$ cat src/rtl/uart_pkg.sv
// Shared UART constants and state encodings for the receiver and the later transmitter.
package uart_pkg;

  localparam int UART_OVS       = 16;
  localparam int UART_MID       = 8;
  localparam int UART_DATA_BITS = 8;

  localparam logic [2:0] UART_ST_IDLE  = 3'd0;
  localparam logic [2:0] UART_ST_START = 3'd1;
  localparam logic [2:0] UART_ST_DATA  = 3'd2;
  localparam logic [2:0] UART_ST_STOP  = 3'd3;
  localparam logic [2:0] UART_ST_BREAK = 3'd4;

  typedef enum logic [2:0] {
    ST_IDLE  = UART_ST_IDLE,
    ST_START = UART_ST_START,
    ST_DATA  = UART_ST_DATA,
    ST_STOP  = UART_ST_STOP,
    ST_BREAK = UART_ST_BREAK
  } uart_state_e;

endpackage

$ cat src/rtl/uart_baud_tick.sv
// Oversampling tick generator: divisor down-counter, one tick per (div_i+1) cycles.
module uart_baud_tick #(
  parameter int DIV_WIDTH = 16
) (
  input  logic                 clk_in,
  input  logic                 rst_n,
  input  logic [DIV_WIDTH-1:0] div_i,
  input  logic                 restart_i,
  output logic                 tick_o
);

  logic [DIV_WIDTH-1:0] cnt_q;
  logic [DIV_WIDTH-1:0] cnt_d;

  // A restart reloads without ticking so the next tick lands div_i+1 cycles after the edge.
  always_comb begin
    tick_o = (cnt_q == '0) && !restart_i;
    if (restart_i || (cnt_q == '0)) begin
      cnt_d = div_i;
    end else begin
      cnt_d = cnt_q - 1'b1;
    end
  end

  always_ff @(posedge clk_in or negedge rst_n) begin
    if (!rst_n) begin
      cnt_q <= '0;
    end else begin
      cnt_q <= cnt_d;
    end
  end

endmodule

$ cat src/rtl/uart_rx.sv
// 8N1 UART receiver: 2-flop line synchroniser, 16x oversampling deframer, one-entry holding register.
module uart_rx
  import uart_pkg::*;
#(
  parameter int DIV_WIDTH = 16,
  parameter int OVS       = UART_OVS
) (
  input  logic                 clk_in,
  input  logic                 rst_n,
  input  logic                 pad_uart_rx,
  input  logic                 cfg_en,
  input  logic [DIV_WIDTH-1:0] cfg_div,
  input  logic                 rx_ready,
  input  logic                 clr_overrun,
  output logic [7:0]           rx_data,
  output logic                 rx_valid,
  output logic                 rx_frame_err,
  output logic                 rx_overrun,
  output logic                 rx_busy,
  output logic [2:0]           dbg_state
);

  localparam int SCNT_W = $clog2(OVS);
  localparam logic [SCNT_W-1:0] SCNT_LAST = SCNT_W'(OVS - 1);
  localparam logic [SCNT_W-1:0] SCNT_MID  = SCNT_W'(UART_MID - 1);
  localparam logic [2:0]        BCNT_LAST = 3'(UART_DATA_BITS - 1);

  logic        sync1_q;
  logic        sync2_q;
  logic        hist_q;
  logic        line;
  logic        fall;
  logic        start_edge;
  logic        tick;
  logic        byte_done;
  logic        xfer;
  logic        drop;

  uart_state_e       state_q;
  logic [SCNT_W-1:0] scnt_q;
  logic [2:0]        bcnt_q;
  logic [7:0]        shreg_q;
  logic [7:0]        data_q;
  logic              valid_q;
  logic              ferr_q;
  logic              ovr_q;

  always_ff @(posedge clk_in or negedge rst_n) begin
    if (!rst_n) begin
      sync1_q <= 1'b1;
      sync2_q <= 1'b1;
      hist_q  <= 1'b1;
    end else begin
      sync1_q <= pad_uart_rx;
      sync2_q <= sync1_q;
      hist_q  <= sync2_q;
    end
  end

  assign line       = sync2_q;
  assign fall       = hist_q && !sync2_q;
  assign start_edge = cfg_en && (state_q == ST_IDLE) && fall;

  uart_baud_tick #(
    .DIV_WIDTH (DIV_WIDTH)
  ) u_tick (
    .clk_in    (clk_in),
    .rst_n     (rst_n),
    .div_i     (cfg_div),
    .restart_i (start_edge),
    .tick_o    (tick)
  );

  // Handshake: a byte transfers on a cycle where rx_valid and rx_ready are both high;
  // rx_data/rx_frame_err hold steady while rx_valid is high, and a byte arriving while
  // the holder is full and not being drained is dropped and flagged as overrun.
  always_comb begin
    byte_done = cfg_en && (state_q == ST_STOP) && tick && (scnt_q == SCNT_LAST);
    xfer      = valid_q && rx_ready;
    drop      = byte_done && valid_q && !rx_ready;
  end

  always_ff @(posedge clk_in or negedge rst_n) begin
    if (!rst_n) begin
      state_q <= ST_IDLE;
      scnt_q  <= '0;
      bcnt_q  <= '0;
      shreg_q <= '0;
      data_q  <= '0;
      valid_q <= 1'b0;
      ferr_q  <= 1'b0;
      ovr_q   <= 1'b0;
    end else begin
      if (drop) begin
        ovr_q <= 1'b1;
      end else if (clr_overrun) begin
        ovr_q <= 1'b0;
      end

      if (byte_done && !drop) begin
        data_q  <= shreg_q;
        ferr_q  <= !line;
        valid_q <= 1'b1;
      end else if (xfer) begin
        valid_q <= 1'b0;
      end

      if (!cfg_en) begin
        state_q <= ST_IDLE;
      end else begin
        case (state_q)
          ST_IDLE: begin
            if (fall) begin
              state_q <= ST_START;
              scnt_q  <= '0;
            end
          end
          ST_START: begin
            if (tick) begin
              if (scnt_q == SCNT_MID) begin
                // A start bit that is high again at mid-bit was only a glitch.
                if (!line) begin
                  state_q <= ST_DATA;
                  scnt_q  <= '0;
                  bcnt_q  <= '0;
                end else begin
                  state_q <= ST_IDLE;
                end
              end else begin
                scnt_q <= scnt_q + 1'b1;
              end
            end
          end
          ST_DATA: begin
            if (tick) begin
              scnt_q <= scnt_q + 1'b1;
              if (scnt_q == SCNT_LAST) begin
                shreg_q <= {line, shreg_q[7:1]};
                if (bcnt_q == BCNT_LAST) begin
                  state_q <= ST_STOP;
                end else begin
                  bcnt_q <= bcnt_q + 1'b1;
                end
              end
            end
          end
          ST_STOP: begin
            if (tick) begin
              scnt_q <= scnt_q + 1'b1;
              if (scnt_q == SCNT_LAST) begin
                state_q <= line ? ST_IDLE : ST_BREAK;
              end
            end
          end
          ST_BREAK: begin
            if (line) begin
              state_q <= ST_IDLE;
            end
          end
          default: begin
            state_q <= ST_IDLE;
          end
        endcase
      end
    end
  end

  assign rx_data      = data_q;
  assign rx_valid     = valid_q;
  assign rx_frame_err = ferr_q;
  assign rx_overrun   = ovr_q;
  assign rx_busy      = (state_q != ST_IDLE);
  assign dbg_state    = state_q;

endmodule

$ cat config.mk
export PLATFORM = sky130hd
export DESIGN_NAME = uart_rx
export DESIGN_NICKNAME = d
export VERILOG_FILES = /design/src/rtl/uart_pkg.sv /design/src/rtl/uart_baud_tick.sv /design/src/rtl/uart_rx.sv
export SDC_FILE = /design/constraint.sdc
export NUM_CORES = 1
export LEC_CHECK = 0
export CORE_MARGIN = 2
export CORE_UTILIZATION = 35
export DETAILED_ROUTE_END_ITERATION = 7
export GPL_TIMING_DRIVEN = 0
export PLACE_DENSITY = 0.52
export SETUP_SLACK_MARGIN = 0.5
export SLEW_MARGIN = 40
export SYNTH_ARGS = -nofsm -noshare
export SYNTH_HDL_FRONTEND = slang
export SYNTH_SLANG_ARGS = --single-unit
$ cat constraint.sdc
create_clock -name clk_in -period 5.3 [get_ports clk_in]
set_clock_uncertainty 0.15 [all_clocks]
set_input_delay 1.59 -clock clk_in [delete_from_list [all_inputs] [get_ports clk_in]]
set_output_delay 1.59 -clock clk_in [all_outputs]
set_load 0.05 [all_outputs]
### Sequential cells colored by netlist name, run 1

Scale bar: 20 um. Other sequential cells in the stronger gray, the rest of the logic in the fainter gray.
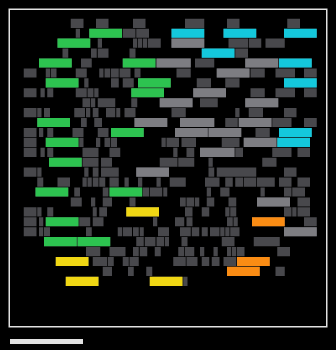
orange -> dbg_state  # placed flops 3
green -> u_tick.cnt_q  # placed flops 16
cyan -> rx_data  # placed flops 8, where north-east
yellow -> scnt_q  # placed flops 4
sequential share of cell area: 40.4%
seq pwr: 480 uW
end-of-flow core utilization: 44.6%
Sequential cell area: 0.00120 sq mm

### A small window of the routed layout, run 1

Scale bar: 20 um. Region (18, 36) to (68, 86) um. Cells in gray, sequential cells in the stronger gray; small squares are vias.
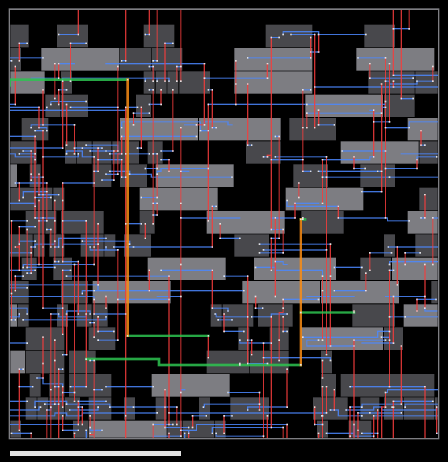
green -> M3
orange -> M4
blue -> M1
red -> M2
netlist names of flops here include = u_tick.cnt_q (6), shreg_q (5), bcnt_q (3)
sequential cells in the window = 21
most frequent = dfrtp_1 (18), nand2_1 (12), clkdlybuf4s50_1 (10)
cells with their middle in the window = 121

### Pin map, run 1

Scale bar: 20 um. Pins as bars across the die edge, other pins in gray.
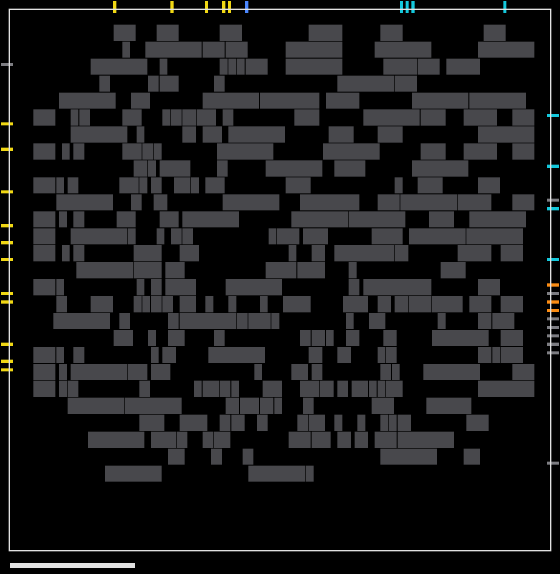
blue -> pad_uart_rx  # pins 1, direction input, edge north
orange -> dbg_state  # pins 3, direction output, edge east
yellow -> cfg_div  # pins 16, direction input, edge 11 west, 5 north
cyan -> rx_data  # pins 8, direction output, edge 4 east, 4 north
width of the chip: 86.6 um
quantity of I/O buffers inserted on ports: 36

### The clock network, run 1

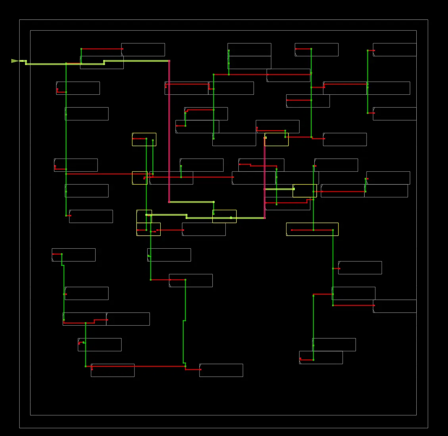
clock latency on the worst-skew pair: 0.30 ns
sequential cell count: 48
Power Clock: 269 uW

==> run notes, run 1 <==
Notes on the physical design

The share of the synthesized area in the top cell type is 47.1%. The fraction of final cell area spent on non-clock buffers in this run is 14.1%. The number of ordinary and repair buffers in the finished layout is 46. The total placed cells including tap cells is 343.

The cell taking the most area after synthesis is sky130_fd_sc_hd__dfrtp_1. The total cell area reported by yosys after synthesis is 0.00239 sq mm. The flip-flop cell with the highest count after synthesis is sky130_fd_sc_hd__dfrtp_1.

When the netlist entered floorplanning its net count stood at 253. The final-layout clock buffer total is 5. The worst hold path cell count is 0. TritonCTS built the clock tree. The wire length on met2 is 2.07 mm. The final route contains 1766 vias. The post-CTS setup-driven buffer insertion count is 0. The core region area is 0.00668 sq mm. The number of clock sinks seen by CTS is 48. The H-tree was split into 2 levels. The number of slew-limit violations in the final report is 0. The number of logic gates is 162. During synthesis, Yosys emitted a total of 0 warnings.

The most instantiated logic cell after routing is sky130_fd_sc_hd__dfrtp_1. The share of power burned in the clock network is 28.1%. Once detailed placement completed, the half-perimeter wirelength came to 3.38 mm. The flow ran to the end, and the final reports show no timing, DRC or antenna violations.
--- run 2 (diff from run 1) ---
--- a/config.mk
+++ b/config.mk
@@ -9,7 +9,7 @@
 export CORE_UTILIZATION = 35
 export DETAILED_ROUTE_END_ITERATION = 7
 export GPL_TIMING_DRIVEN = 0
-export PLACE_DENSITY = 0.52
+export PLACE_DENSITY = 0.54
 export SETUP_SLACK_MARGIN = 0.5
 export SLEW_MARGIN = 40
 export SYNTH_ARGS = -nofsm -noshare
==> constraint.sdc (replaced) <==
create_clock -name clk_in -period 3.1 [get_ports clk_in]
set_clock_uncertainty 0.15 [all_clocks]
set_input_delay 0.93 -clock clk_in [delete_from_list [all_inputs] [get_ports clk_in]]
set_output_delay 0.93 -clock clk_in [all_outputs]
set_load 0.05 [all_outputs]
### A small window of the routed layout, run 2

Scale bar: 20 um. Region (18, 36) to (68, 86) um. Cells in gray, sequential cells in the stronger gray; small squares are vias.
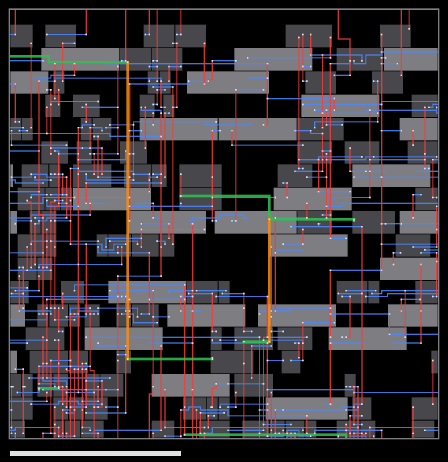
orange -> M4
green -> M3
blue -> M1
red -> M2
cells with their middle in the window = 129
sequential cells in the window = 22
most frequent = dfrtp_1 (19), nand2_1 (11), clkdlybuf4s50_1 (10)
netlist names of flops here include = shreg_q (6), u_tick.cnt_q (6), bcnt_q (3)

==> run 2 against run 1 <==
Compared with the run above: final area is 2.9% higher; routed wire length rose by 6.2%; core utilization grew 1.3 points; flip-flop count unchanged; global-route usage grew 0.87 points; highest routed layer unchanged.
==> run notes, run 2 <==
Notes on the physical design

The total cell area reported by yosys after synthesis is 0.00239 sq mm. The insertion delay of the later-clocked pin in the worst-skew pair is 0.30 ns. The routed layout has 1789 vias. Power attributed to the clock group is 404 uW. The final design was reported to hold multi-input combinational gates totalling 162. The total placed cells including tap cells is 343. The main kind of combinational logic by area is simple AND/OR/NAND/NOR gates. The final layout net count is 305. The dominant kind of cell is flip-flops and latches. The switching portion of total power comes to 32.1%. Yosys printed 0 warnings.

The overflow left after global routing is 0. The post-CTS setup-driven buffer insertion count is 8. Summing all flip-flop and latch instances after layout gives 0.00120 sq mm. Leaving out fill and tap cells, the most frequent cells in the layout are 45 x sky130_fd_sc_hd__dfrtp_1, 27 x sky130_fd_sc_hd__clkdlybuf4s50_1, 26 x sky130_fd_sc_hd__nand2_1. The area fraction of the largest cell type after synthesis is 47.1%. The cell sitting at the root of the clock tree is a sky130_fd_sc_hd__clkbuf_8. The deepest level of the CTS H-tree is 2. Across the whole layout, storage elements make up 39.3% of the cell area. From left edge to right edge, the die measures 86.6 um. The number of sequential cells in the layout is 48.

The worst hold path was traced through 0 stages. The number of slew-limit violations in the final report is 0. The most instantiated logic cell after routing is sky130_fd_sc_hd__dfrtp_1. The post-route core utilization is 45.9%. Per report_power, the clock group accounts for 24.5% of the total. For this design, the sink count on the clock tree is 48. The CTS tree is yes. The post-DP HPWL is 3.33 mm. The floorplan step defined a core boundary enclosing 0.00668 sq mm. The run finished with clean final reports. Combinational logic burns 26.0% of the power. The uppermost metal layer occupied by signal nets is met4. The number of port buffers is 36.

The stage logs contain a warning count of 30. The reported sequential group power is 819 uW. The cell taking the most area after synthesis is sky130_fd_sc_hd__dfrtp_1. For hold timing, the worst endpoint is line$_DFF_PN1_. After detailed routing, the met2 layer carries 2.18 mm of wire.

The net count of the mapped netlist is 253.
Power and IR drop assume default switching activity.
